File: config.mk
export PLATFORM = sky130hd
export DESIGN_NAME = muldiv_unit
export DESIGN_NICKNAME = d
export VERILOG_FILES = /design/src/rtl/muldiv_unit.sv
export SDC_FILE = /design/constraint.sdc
export NUM_CORES = 1
export LEC_CHECK = 0
export ABC_AREA = 1
export CAP_MARGIN = 30
export CORE_ASPECT_RATIO = 0.5
export CORE_MARGIN = 4
export CORE_UTILIZATION = 56
export DETAILED_ROUTE_END_ITERATION = 10
export GPL_ROUTABILITY_DRIVEN = 0
export PLACE_DENSITY_LB_ADDON = 0.05
export SLEW_MARGIN = 5
export SYNTH_ARGS = -nofsm -noshare
export SYNTH_HDL_FRONTEND = slang
export SYNTH_SLANG_ARGS = --single-unit
export TNS_END_PERCENT = 5
File: constraint.sdc
create_clock -name clk -period 4.14 [get_ports clk]
set_input_delay 0.828 -clock clk [delete_from_list [all_inputs] [get_ports clk]]
set_output_delay 0.828 -clock clk [all_outputs]
set_load 0.005 [all_outputs]
File: src/rtl/muldiv_unit.sv
// muldiv_unit: iterative RISC-V M-extension multiply/divide unit, one bit per cycle
//   clk, rst_n          clock (rising edge), asynchronous active-low reset
//   in_valid, in_ready  operand handshake; in_ready is high only while IDLE
//   op                  funct3: MUL, MULH, MULHSU, MULHU, DIV, DIVU, REM, REMU
//   a, b                rs1 / rs2 operands, sampled only on the accept edge
//   flush               synchronous abort of the in-flight or held operation
//   out_valid, out_ready, result   result handshake; result held until taken
//   zero                result == 0
//   busy                iterating (BUSY) or applying the sign fixup (FIXUP)
module muldiv_unit #(
  parameter int WIDTH = 32
) (
  input  logic             clk,
  input  logic             rst_n,
  input  logic             in_valid,
  output logic             in_ready,
  input  logic [2:0]       op,
  input  logic [WIDTH-1:0] a,
  input  logic [WIDTH-1:0] b,
  input  logic             flush,
  output logic             out_valid,
  input  logic             out_ready,
  output logic [WIDTH-1:0] result,
  output logic             zero,
  output logic             busy
);
  localparam int CW = $clog2(WIDTH);
  localparam logic [WIDTH-1:0] most_neg = {1'b1, {(WIDTH-1){1'b0}}};
  typedef enum logic [1:0] {IDLE, BUSY, FIXUP, DONE} state_t;
  state_t             state_q, state_d;
  logic [2:0]         op_q, op_d;
  logic               neg_q, neg_d;
  logic [CW-1:0]      cnt_q, cnt_d;
  logic [2*WIDTH-1:0] prod_q, prod_d;
  logic [WIDTH:0]     rem_q, rem_d;
  logic [WIDTH-1:0]   bop_q, bop_d;
  logic [WIDTH-1:0]   result_q, result_d;
  logic               a_sgn, b_sgn, a_neg, b_neg, div_zero, div_ovf, fast;
  logic [WIDTH-1:0]   a_mag, b_mag, rem_base, div_val;
  logic [WIDTH:0]     mul_sum, rem_sh, rem_diff;
  logic [2*WIDTH-1:0] prod_fix;
  always_comb begin
    a_sgn    = (op == 3'd1) || (op == 3'd2) || (op == 3'd4) || (op == 3'd6);
    b_sgn    = (op == 3'd1) || (op == 3'd4) || (op == 3'd6);
    a_neg    = a_sgn && a[WIDTH-1];
    b_neg    = b_sgn && b[WIDTH-1];
    a_mag    = a_neg ? -a : a;
    b_mag    = b_neg ? -b : b;
    div_zero = op[2] && (b == '0);
    div_ovf  = op[2] && !op[0] && (a == most_neg) && (b == '1);
    fast     = div_zero || div_ovf;
    // Multiply: product register holds {partial high, remaining multiplier bits}.
    mul_sum  = {1'b0, prod_q[2*WIDTH-1:WIDTH]} + (prod_q[0] ? {1'b0, bop_q} : '0);
    // Divide: rem_q keeps the raw difference including its borrow bit; a borrowed
    // step is restored at the start of the next step (and in FIXUP) by adding the
    // divisor back. The restored value is always below the divisor, so WIDTH bits suffice.
    rem_base = rem_q[WIDTH-1:0] + (rem_q[WIDTH] ? bop_q : '0);
    rem_sh   = {rem_base, prod_q[WIDTH-1]};
    rem_diff = rem_sh - {1'b0, bop_q};
    prod_fix = neg_q ? -prod_q : prod_q;
    div_val  = op_q[1] ? rem_base : prod_q[WIDTH-1:0];
    state_d  = state_q;
    op_d     = op_q;
    neg_d    = neg_q;
    cnt_d    = cnt_q;
    prod_d   = prod_q;
    rem_d    = rem_q;
    bop_d    = bop_q;
    result_d = result_q;
    case (state_q)
      IDLE: if (in_valid && !flush) begin
        op_d     = op;
        neg_d    = (op == 3'd6) ? a_neg : a_neg ^ b_neg;
        cnt_d    = CW'(WIDTH - 1);
        prod_d   = {{WIDTH{1'b0}}, a_mag};
        rem_d    = '0;
        bop_d    = b_mag;
        state_d  = fast ? DONE : BUSY;
        result_d = !fast ? result_q : div_zero ? (op[1] ? a : '1) : (op[1] ? '0 : a);
      end
      BUSY: begin
        cnt_d   = cnt_q - CW'(1);
        rem_d   = op_q[2] ? rem_diff : rem_q;
        prod_d  = op_q[2] ? {prod_q[2*WIDTH-1:WIDTH], prod_q[WIDTH-2:0], ~rem_diff[WIDTH]}
                          : {mul_sum, prod_q[WIDTH-1:1]};
        state_d = (cnt_q == '0) ? FIXUP : BUSY;
      end
      FIXUP: begin
        result_d = op_q[2] ? (neg_q ? -div_val : div_val)
                 : (op_q[1:0] == 2'd0) ? prod_fix[WIDTH-1:0] : prod_fix[2*WIDTH-1:WIDTH];
        state_d  = DONE;
      end
      DONE: state_d = out_ready ? IDLE : DONE;
      default: state_d = IDLE;
    endcase
    if (flush) state_d = IDLE;
  end
  always_ff @(posedge clk or negedge rst_n) begin
    if (!rst_n) begin
      state_q  <= IDLE;
      op_q     <= '0;
      neg_q    <= 1'b0;
      cnt_q    <= '0;
      prod_q   <= '0;
      rem_q    <= '0;
      bop_q    <= '0;
      result_q <= '0;
    end else begin
      state_q  <= state_d;
      op_q     <= op_d;
      neg_q    <= neg_d;
      cnt_q    <= cnt_d;
      prod_q   <= prod_d;
      rem_q    <= rem_d;
      bop_q    <= bop_d;
      result_q <= result_d;
    end
  end
  assign in_ready  = (state_q == IDLE);
  assign busy      = (state_q == BUSY) || (state_q == FIXUP);
  assign out_valid = (state_q == DONE);
  assign result    = result_q;
  assign zero      = (result_q == '0);
endmodule

==> results.txt, run 1 <==
Summary of the current implementation state.

- The run finished with clean final reports.
- The total setup violations reported at the end of the flow is 0, for reference.
- The global-route usage over all layers is around 37%, for reference.
- The highest routing layer actually used is met5, for reference.
- The final layout contains 3557 nets.
- The setup slack of the worst register-to-register path is between 0.1 and 0.15 ns, for reference.
- The routed wirelength on the met1 layer is recorded as ~31000 um.
- The count of cell instances traversed by the critical path is 25, for reference.
- The library cell used most frequently in the layout, excluding fill and tap cells, is nand2_1.
- Counting the fill cells in the layout gives about 3300.
- The most instantiated flip-flop cell in the synthesis netlist is dfrtp_1, for reference.
- After detailed routing, the number of remaining DRC violations is 0.
- The share of the Yosys chip area taken by registers is 22.2%.
- The number of hold buffers added after cts is 0, for reference.
- The floorplan die width is 271 um, for reference.
- The multi-input combinational cell area is roughly 13000 um^2, for reference.
- The cell area that synthesis handed to floorplanning was about 19000 um^2.
- In the layout the commonest cells are nand2_1, inv_1, nor2_1.
- The summed negative setup slack over all endpoints is 0 ns, for reference.
- The smallest clock period supported by the final layout is computed as approximately 4.0 ns.
- The buffering stage count on the worst path with inverters included is 2, for reference.
- The endpoint identified for the worst register-to-register timing path is rem_q[31]$_DFFE_PN0P_.
- The detail-routed via count per cell is 5.87, for reference.
- TritonCTS built the clock tree.
- Wire segments on met2 add up to between 20000 and 30000 um in the final route.
- The final worst slack is between 0.1 and 0.15 ns, for reference.
- In the CTS report, the clock slew at the register clock pins of the worst setup and hold paths is listed as roughly 0.080 ns.
- Per the detailed placement report, the placed cell area equals 21100 um^2.
- The largest vdd supply drop is between 0.0003 and 0.0004 V, for reference.
- The worst flop-to-flop path startpoint is rem_q[32]$_DFFE_PN0P_, for reference.
- The report puts the cell count of the worst reg-to-reg path at 25.
- Once layout is done, the placed cells without fillers occupy between 20000 and 25000 um^2.
- Across the whole layout, storage elements account for 4310 um^2.
- The placed wire-length estimate is 57600 um, for reference.
- The worst setup path is captured at a flop.
- The slew check shows that the tightest pin keeps a relative margin of between 30% and 40%.
- Setup repair after global routing could not meet its margin everywhere.
- The total length of routed wires is between 70000 and 80000 um, for reference.
- Total power normalized to cell area comes to 808 nW/um^2.
- The min-delay analysis places its worst path in the category input port to asynchronous set/reset pin.
- The number of warnings in the stage logs is 32, for reference.
- The power consumption is around 18 mW, for reference.
- The largest individual stage delay along the critical path comes from the cell dfrtp_2.
- The kind of critical path is flop to flop, for reference.
- The core occupancy in the finished layout is between 60% and 70%, for reference.
- The post-synth tally of flip-flops with integrated enable is 0, for reference.
- Counting the warning lines in the Yosys log gives 0.
- The diode insertion count for antenna repair is 0, for reference.
- The pre-CTS setup check shows a worst slack of roughly 0.025 ns.
- Dividing the final minimum period by the clock period gives a little over nine tenths.
- The root buffer cell chosen for the clock tree is clkbuf_16.
- When the netlist entered floorplanning its net count stood at between 3000 and 4000.
- The async set or reset register ratio after synthesis is 100%, for reference.
- The delay of the slowest critical-path stage is ~0.47 ns, for reference.
- The post-placement cell count is about 3800, for reference.
- Sorting the synthesized cells by how often they occur yields nand2_1, inv_1, nor2_1, nand3_1, a21oi_1.
- The maximum number of pins on one net before global-route repair is 89, for reference.
- The number of storage elements in the synthesis netlist is about 170, for reference.
- Looking at the global route congestion table, the highest-usage layer is met1.
- The chip area line of the yosys report is 19400 um^2, for reference.
- The cell resize tally after clock tree synthesis is 1, for reference.
- The number of max-capacitance violations reported is 0, for reference.
- The area growth from synthesis to layout is 12.9%, for reference.
- The number of placement rows is between 40 and 50, for reference.
- The arrival time of data at the worst endpoint is listed as 4.39 ns.
- Max-slew check failures listed in the final report amount to 0.
- The number of CTS-inserted buffers is 17, for reference.
- The cell with the most instances after synthesis is nand2_1, for reference.
- The detailed router's first-iteration violation count is around 3100, for reference.
- The total count of hold-check failures in the final report is 0, for reference.
- The first global-routing pass estimated about 110000 um of wire.
- The maximum clock frequency is 248 MHz, for reference.
- The initial antenna violation count came to 6.
run 1: area by class of cell:
type,instances,area share [%]
clock buffers,17,1.94
clock inverters,15,0.793
inverters,491,8.40
multi-input cells,2521,59.3
flip-flops and latches,172,19.6
well taps,465,2.65
repair buffers,174,7.24
run 1: report_power, final:
group	switching, mW	leakage [nW]	internal [mW]
logic	8.33	8.99	4.20
clock network	0.891	0.296	0.868
registers	1.05	2.18	2.39
run 1: flip-flops by register name (all words and copies together) (netlist names):
register	count
prod_q	64
rem_q	33
bop_q	32
result	32
cnt_q	5
op_q	3
state_q	2
neg_q	1
run 1: cell families after synthesis:
group	count (synthesis)	share of synthesized area, %
flops	172	22.2
simple gates	1693	36.8
compound gates	644	18.8
fa+ha+maj	108	7.07
buf+inv	601	11.8
xor+xnor	76	3.43
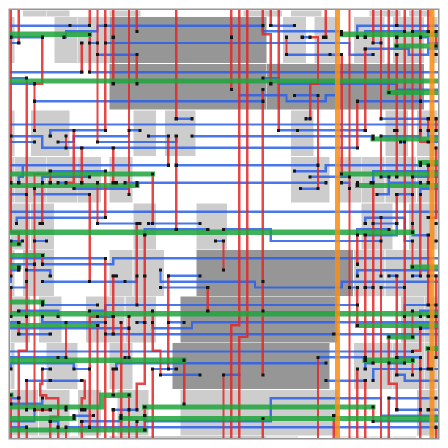
**Above:** run 1 (a small window of the routed layout).
Window x 123 to 148, y 57 to 82 um. Cells in gray, sequential cells in the stronger gray; small squares are vias.
Key: blue = metal 1; red = metal 2; green = metal 3; orange = metal 4
Sequential cells in the window: 6. Netlist names of flops here include prod_q (6). Most frequent: inv_1 (14), o21ai_0 (10), dfrtp_1 (6). 55 logic cells have their middle in the window.

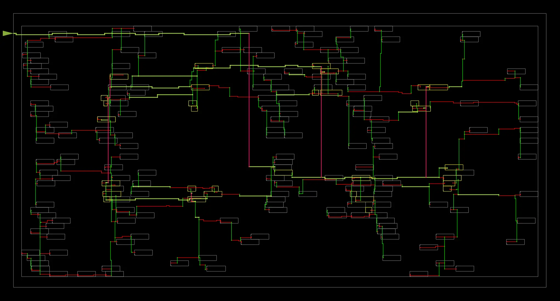
**Above:** run 1 (clock wiring as the flow saved it).
Clock Sinks: 172
flip-flops: 172
Setup Skew: 0.0250 ns
count of clock buffers in the final design: 17

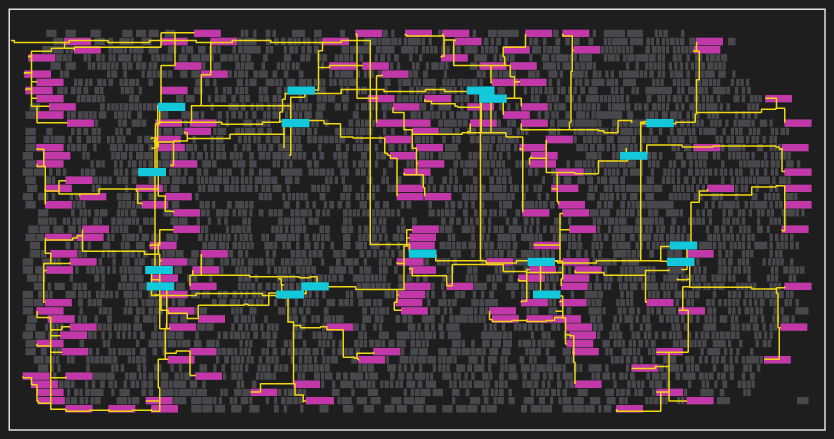
**Above:** run 1 (routed clock nets over the placement).
(3 px per um)
Key: yellow = clock wires [length 2970 um]; magenta = flip-flops [count 172]; cyan = clock drivers [count 17]
Position of the flops: all over the die.

**Run 1: cell classes on the final placement**

(2 px per um) Fill, decap, tap and diode cells in gray.
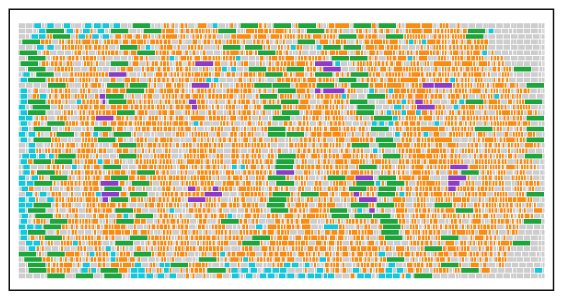

==> run 1 -> run 2 <==
- CORE_MARGIN: 4 -> unset
- CORE_UTILIZATION: 56 -> 55
- HOLD_SLACK_MARGIN: unset -> 0.06
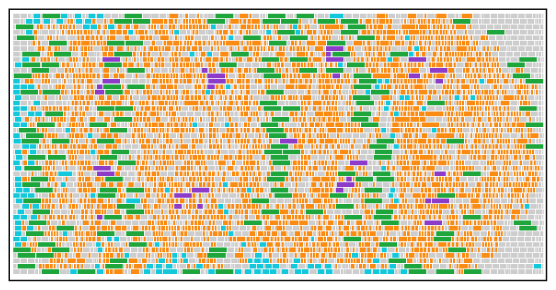
**Above:** run 2 (cell classes on the final placement).
(2 px per um) Fill, decap, tap and diode cells in gray.
Key: orange = combinational and other logic [cells 3012]; cyan = remaining buffers and delay cells [cells 179]; green = sequential cells [cells 172]; purple = clock drivers and dummy loads [cells 32]
total non-filler cell area in the finished layout: 22000 um^2
share of the core filled with cells in the final layout: 63.6%
Seq area share: 19.6%
floorplan row count: 48
placeable core region: 34700 um^2

==> run 2 against run 1 <==
Net effect:
- clock power decreased by 2%
- non-clock buffer count rose by 5
- critical path type unchanged
- flip-flop count is the same
- combinational power about the same
- sequential power hardly changed
- power is 0.36% higher
- largest cell class unchanged
- die area fell by 4.7%
==> results.txt, run 2 <==
Summary of the current implementation state.

- The die area is around 36000 um^2, for reference.
- The number of warnings in the stage logs was 32 (unchanged).
- The root buffer selected by CTS is clkbuf_16, for reference.
- The synthesized area was 19400 um^2 (unchanged).
- The number of nets in the final layout came to 3562 (+0.14%).
- The detailed router's first-iteration violation count is 3058 (-2.1%), for reference.
- The multi-input combinational cell area is 13000 um^2 (+0.13%), for reference.
- Among all stages on the critical path, the largest delay is contributed by dfrtp_2.
- The detail-routed via count per cell is 5.87 (about the same).
- The kind of capture point of the worst setup path is a flop, for reference.
- The number of max-capacitance violations reported came to 0 (unchanged).
- The global-route wire length before repair is 112000 um (+0.44%), for reference.
- The post-synthesis sequential area ratio is 22.2% (unchanged), for reference.
- The share of power burned in registers is 19.4% (about the same), for reference.
- The async set or reset register ratio after synthesis is 100% (unchanged), for reference.
- The wire length on met1 was 32300 um (+2.7%).
- The final worst slack is 0.191 ns (+0.0753 ns), for reference.
- The xor and xnor fraction of the mapped netlist area is 3.43% (unchanged), for reference.
- The warning count from the yosys run is 0 (unchanged), for reference.
- The cell resize tally after clock tree synthesis is 0 (-1), for reference.
- The signal arrival time at the worst endpoint is 4.34 ns (-0.05 ns), for reference.
- The part of the power in the clock network is 9.7% (-0.2 points), for reference.
- The switching power is 10.3 mW (+0.35%), for reference.
- Per the cell usage report, the commonest logic cells after layout are nand2_1, inv_1, nor2_1.
- The maximum number of pins on one net before global-route repair is 64 (-28%).
- The most flop-heavy register is prod_q, for reference.
- The critical path is of the flop to flop type.
- The sequential cell area was 4310 um^2 (about the same).
- The total DRC errors in the routed layout is 0 (unchanged).
- Between the synthesized netlist and the finished layout, the area growth was recorded as 13.3%.
- Looking at the cell usage after synthesis, the top flip-flop cell is dfrtp_1.
- The count of cell instances traversed by the critical path is 21 (-16%).
- The power density relative to cell area is 807 nW/um^2 (about the same).
- The floorplan die width was 268 um (-1.3%).
- The buffering stage count on the worst path with inverters included is 3 (+1).
- The switching share of power is 57.9% (about the same), for reference.
- The post-place setup slack is 0.0570 ns (+0.0321 ns), for reference.
- STA lists the startpoint of the worst register-to-register path as rem_q[32]$_DFFE_PN0P_.
- The capture point of the worst register-to-register path is recorded as prod_q[0]$_DFFE_PN0P_.
- The critical path endpoint is prod_q[0]$_DFFE_PN0P_, for reference.
- The count of final max-slew check failures is 0 (unchanged), for reference.
- The insertion delay to the later sink of the worst-skew pair is between 0.4 and 0.5 ns, for reference.
- The area share of and/or/nand/nor cells after synthesis is 36.8% (unchanged), for reference.
- The number of nets at floorplan is 3474 (unchanged).
- The largest fanout on the critical path is 13, for reference.
- Yosys shows that the main logic family after synthesis is simple AND/OR/NAND/NOR gates.
- The number of flip-flops under the largest register name is 64 (unchanged), for reference.
- The highest routing layer actually used is met4, for reference.
- The worst slew margin relative to its limit is 47.2% (+13 points), for reference.
- The post-synth tally of flip-flops with integrated enable came to 0 (unchanged).
- The clock-pin slew of the registers on the worst-case setup and hold paths came to 0.08 ns (about the same).
- The most frequently used library cell after synthesis is nand2_1.
- The post-layout minimum cycle time was 3.95 ns (-0.0754 ns).
- For reference, the top cells by count after synthesis are nand2_1, inv_1, nor2_1, nand3_1, a21oi_1.
- The diode insertion count for antenna repair is 0 (unchanged), for reference.
- The total count of hold-check failures in the final report is 0 (unchanged).
- The registers reported with the highest flop counts are prod_q (64), rem_q (33).
- The maximum clock frequency is 253 MHz (+1.9%), for reference.
- The power consumption is 17.8 mW (+0.36%), for reference.
- The delay of the slowest critical-path stage is 0.46 ns (about the same).
- The total setup violations reported at the end of the flow is 0 (unchanged).
- The maximum level of the CTS H-tree is 4, for reference.
- The post-route clock skew is 0.0174 ns (-0.00759 ns), for reference.
- Looking at the global route congestion table, the highest-usage layer is met1.
- The total iterations of the first detailed-routing run is 6, for reference.
- The number of storage elements in the synthesis netlist came to 172 (unchanged).
- TritonCTS built the clock tree.
- The adder-cell share of the synthesized area is 7.07% (unchanged).
- The global-route usage over all layers is 40.5% (+3.3 points), for reference.
- The startpoint of the worst setup timing path is rem_q[32]$_DFFE_PN0P_, for reference.
- The placed wire-length estimate was 57800 um (+0.34%).
- The proportion of synthesized area in mux cells was 0% (unchanged).
- The number of hold buffers added after cts is 0 (unchanged), for reference.
- In this run the mean area of a mapped cell was a little under 6 um^2.
- Setup repair after global routing could not meet its margin everywhere.
- The placement-stage cell area was 21200 um^2 (+0.49%).
- The summed negative setup slack over all endpoints is 0 ns (unchanged), for reference.
- The post-placement cell count is 3837 (+0.45%), for reference.
- The largest vdd supply drop was 0.000355 V (+0.54%).
- The kind of path behind the tightest hold check is input port to asynchronous set/reset pin, for reference.
- The total length of routed wires is 73600 um (+0.44%).
- The initial antenna violation count is 0 (-6), for reference.
- The share of total power in combinational logic is 70.9% (+0.2 points), for reference.
- The area fraction in compound gates after synthesis is 18.8% (unchanged).
- The chip area line of the yosys report is 19400 um^2 (unchanged), for reference.
- The most frequent logic cell in the layout is nand2_1, for reference.
- The path depth of the worst reg2reg path is 21 (-16%), for reference.
- The clock sink count is 172 (unchanged), for reference.
- The number of CTS-inserted buffers is 17 (unchanged).
- The filler cell count is 3353 (+3.0%), for reference.
- The setup slack of the worst register-to-register path is 0.19 ns (+0.08 ns).
- The internal power contribution came to 7.48 mW (+0.37%).
- The final cycle utilization of the critical path is 95.4% (-1.8 points), for reference.
- The length of routed met2 wiring was 28500 um (-0.85%).
- The flow ran to the end, and the final reports show no timing, DRC or antenna violations.
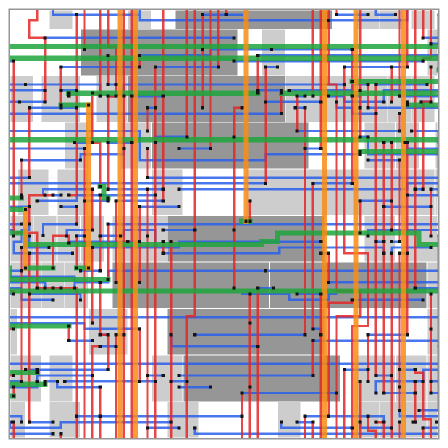
**Above:** run 2 (a small window of the routed layout).
Window x 121 to 146, y 55 to 80 um. Cells in gray, sequential cells in the stronger gray; small squares are vias.
Key: green = metal 3; red = metal 2; orange = metal 4; blue = metal 1
Netlist names of flops here include prod_q (8). Most frequent: inv_1 (11), o21ai_0 (9), dfrtp_1 (8). 49 logic cells have their middle in the window. Sequential cells in the window: 8.

[run 2: cell counts after synthesis]
Identical to the previous run, type by type.
[run 2: power by group through the flow]
| stage | clock (mW) | sequential, mW | combinational, mW |
|---|---|---|---|
| 2_1_floorplan | 0 | 2.95 | 8.33 |
| 6_report | 1.72 | 3.45 | 12.6 |
| 3_5_place_dp | 0 | 3.38 | 11.8 |
| 3_3_place_gp | 0 | 3.39 | 11.7 |
| 4_1_cts | 1.72 | 3.36 | 11.9 |
| 5_1_grt | 1.78 | 3.51 | 13.9 |
[run 2: layout make-up]
class / count / share of cell area, %
multi-input cells: 2521 / 59.2
flip-flops and latches: 172 / 19.6
inverters: 491 / 8.37
repair buffers: 179 / 7.54
well taps: 475 / 2.70
clock buffers: 18 / 1.99
clock inverters: 14 / 0.676
No activity file was given, so power comes from the tool's default toggle rates.
